==> config.mk <==
export PLATFORM = sky130hd
export DESIGN_NAME = if_fetch_unit
export DESIGN_NICKNAME = d
export VERILOG_FILES = /design/src/rtl/if_fetch_unit.sv
export SDC_FILE = /design/constraint.sdc
export NUM_CORES = 1
export LEC_CHECK = 0
export CAP_MARGIN = 20
export CORE_MARGIN = 2
export CORE_UTILIZATION = 40
export CTS_BUF_LIST = sky130_fd_sc_hd__clkbuf_8
export CTS_CLUSTER_DIAMETER = 200
export CTS_CLUSTER_SIZE = 10
export DETAILED_ROUTE_END_ITERATION = 12
export PLACE_DENSITY = 0.75
export RECOVER_POWER = 100
export SKIP_LAST_GASP = 1
export SYNTH_ARGS = -nofsm -noshare
export SYNTH_HDL_FRONTEND = slang
export SYNTH_SLANG_ARGS = --single-unit
==> constraint.sdc <==
create_clock -name clk -period 2.7 [get_ports clk]
set_input_delay 0.405 -clock clk [delete_from_list [all_inputs] [get_ports clk]]
set_output_delay 0.405 -clock clk [all_outputs]
set_load 0.05 [all_outputs]
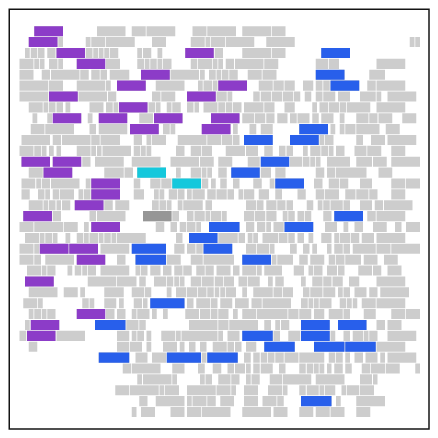
Fig. 1. Sequential cells grouped by signal name.
Drawn at 4 px/um.
[cyan] `state_r` | sequential cells: 2
[purple] `inst_buf_r` | sequential cells: 32
[blue] `imem_addr` | sequential cells: 30
Seq group: 1.11 mW
Final Util: 0.696
FF/Latch Area: 0.00133 mm2
Seq area share: 0.194

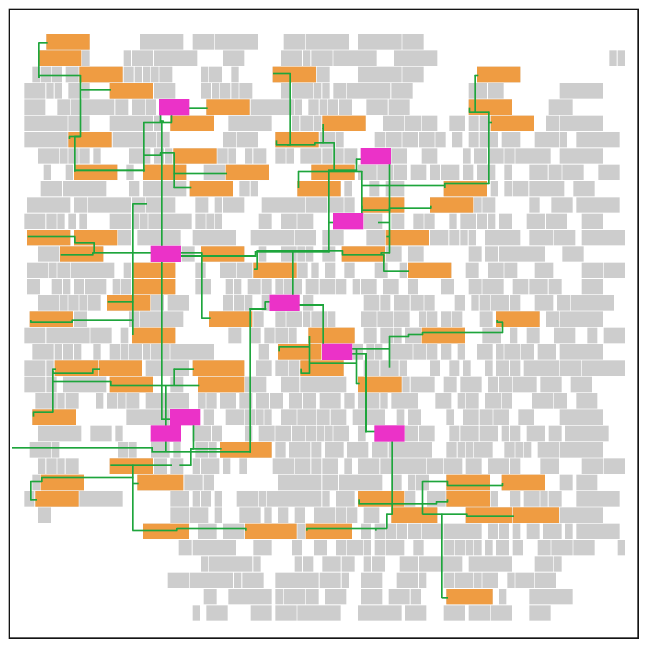
Fig. 2. Routed clock nets over the placement.
Drawn at 6 px/um.
[magenta] clock-net drivers | count: 9
[orange] flip-flops | count: 65
[green] clock wires | length: 882 um
routed clock nets: 10
P_clk: 767 uW
Insertion Delay late pin: 0.34 ns
Clk pwr share: 0.297
Worst Skew: 0.00835 ns

==> impl_metrics.tcl <==
# metrics dict for downstream scripts
set metrics [dict create \
    cp_max_fo 5 \
    cts_root_buf "clkbuf_8" \
    drv_cap 0 \
    syn_area_mm2 0.00405 \
    synthCells 579 \
    min_path_cells 2 \
    fp.dieW_um 105 \
    netSwitchingFraction 0.356 \
    cts_buffers 9 \
    worstSetupStartpointType "flop" \
    holdWs_ns 0.451 \
    routed_wl_mm 14.6 \
    p_int_mw 1.66 \
    port_buffers 160 \
    die_h_um 105 \
    total_power_mw 2.58 \
    cts_tree "built" \
    fmax_ghz 0.369 \
    coreArea_mm2 0.00982 \
    grt_use_total 0.260 \
    slew_headroom 0.607 \
    pin_count 167 \
    slowest_delay_ns 0.55 \
    ys_cells 579 \
    violations "negative setup slack" \
    fin_ws_ns -0.0131 \
    top_power_group "registers" \
    netlist.area_leader.share 0.322 \
    clkTransAtPathRegs_ns 0.07 \
    yosys-top-cells-count "nand2_1 (104), dfxtp_1 (65), a21oi_1 (64), nor2_1 (55), clkbuf_1 (46)" \
    worstPathArrival_ns 2.31 \
    grt_setup_unrepaired "yes" \
    path_buffers 1 \
    crit_required_ns 2.30 \
    dp_slack_ns 0.153 \
    initial_core_util 0.412 \
    leakagePower_nw 2.57 \
    vias 4945 \
    synth.yosys.seq_area_share 0.322 \
    end_kind "output pin" \
    gp_congestion 0.870 \
    drt-initial-drc-count 377 \
    cpMaxStageDelayCell "nor4_1" \
    cpLargestDelayFamily "simple AND/OR/NAND/NOR gates" \
    drc_errors 0 \
    grt_first_pass_wirelength_mm 23.4 \
    wl_per_cell_um 16.7 \
    numClockSinks 65 \
    drive_above_1_share 0.224 \
    drt-pass1-iter-count 5 \
    switching_power_uw 920 \
    htreeDepth 3 \
    synth_warnings 0 \
    layout.nets 802 \
    ys_ff 65 \
    tool_warnings 30 \
    p_per_area_mw_per_mm2 377 \
    finalWorstPathRequiredPeriod_ns 2.71 \
    fin_cells 870 \
    diodes 0 \
    synthTopCellsByArea "dfxtp_1 (32%), nand2_1 (9.6%), a21oi_1 (7.9%), and3_1 (5.7%), nor2_1 (5.1%)" \
    antenna_found_initial 0 \
    grt_pass1_vias 4644 \
    worstSetupPathType "reg2out" \
    syn_area_per_cell_um2 6.99 \
    vias_per_cell 5.68 \
    async_reset_ff_frac 0 \
    grt-ovfl-total 0 \
    cp.depth 6 \
    finalHoldViolCount 0 \
    setup_viol 2 \
    status "finished, violations left" \
    die_area_mm2 0.0109 \
    crit_chain "nand4_1, nor4_1, nand4_1, xor2_1, nor2_2, buf_12" \
    largest_register_ffs 32 \
    dp_cells 841 \
    edf_count 0 \
    dp_hpwl_mm 10.5 \
    ant_nets 0 \
    seqPwrFrac 0.428 \
    ys_area_mm2 0.00405 \
    worstMarginPinSlew_ns 0.588 \
    powerComb_uw 708 \
    cts_buffer_depth 2 \
    final_max_slew_viol_count 0 \
    rrSetupSlack_ns 0.54 \
    min_path_type "reg2reg" \
    largest_area_cell "dfxtp_1" \
    combPwrFrac 0.274 \
    ys.flop_type "dfxtp_1" \
    synth_cell_type_count 51 \
    num_rows 36 \
    grt_max_degree 46 \
    area_delta_synth_final_pct 69.0 \
    period_used_share 1.00 \
    crit_top_cell "nand4_1" \
    irDropWorstVdd_mv 0.335 \
    reg2reg_depth 5 \
    top_cell "nand2_1" \
]
what timing repair did:
item,CTS,global route
setup endpoints to repair,8,11
buffers inserted,3,10
endpoints found under the hold margin,0,0
resized,10,7
hold buffers,0,0
pin swaps,3,6
metrics by stage:
stage,setup TNS (ns),utilization,area (um2)
after CTS,-0.00145,0.686,6730
final,-0.0239,0.696,6840
after floorplan,0,-,4150
after global placement,0,0.660,6480
after detailed placement,0,0.660,6480
after global routing,-0.371,0.696,6840
cell type report:
| type | instances | area (um2) |
|---|---|---|
| Fill cell | 812 | 2980 |
| Inverter | 9 | 33.8 |
| Clock inverter | 6 | 42.5 |
| Clock buffer | 10 | 138 |
| Sequential cell | 65 | 1330 |
| Timing Repair Buffer | 196 | 2510 |
| Tap cell | 133 | 166 |
| Multi-Input combinational cell | 451 | 2630 |
kinds of logic (layout without fill, tap and decap cells):
group,Yosys count,count (layout),synth area share
other,1,4,0.000927
AOI/OAI and AO/OA,130,130,0.194
adders and majority gates,1,1,0.00309
buffers and inverters,66,221,0.0674
DFF,65,65,0.322
xor gates and xnor gates,26,26,0.0563
and+or+nand+nor,287,287,0.349
muxes,3,3,0.00773
placed cells by master, fill, tap and decap left out, types with 11 or more instances in the layout:
cell type	instances
nor2_1	37
clkdlybuf4s50_1	95
nand2_1	104
nor2_2	15
dfxtp_1	52
buf_4	36
and3_1	37
a21oi_1	63
nand3_1	26
buf_12	64
nand4_1	16
xor2_1	13
xnor2_1	11
o21ai_0	18
routing by layer:
layer,up-vias,track usage,part of all wire
met2,262,0.445,0.49
met1,2330,0.313,0.39
met4,0,0.110,0.027
met5,-,0,0
li1,2326,-,-
met3,27,0.0574,0.085
Power figures rest on the tool's default switching activity, not on a simulated workload.
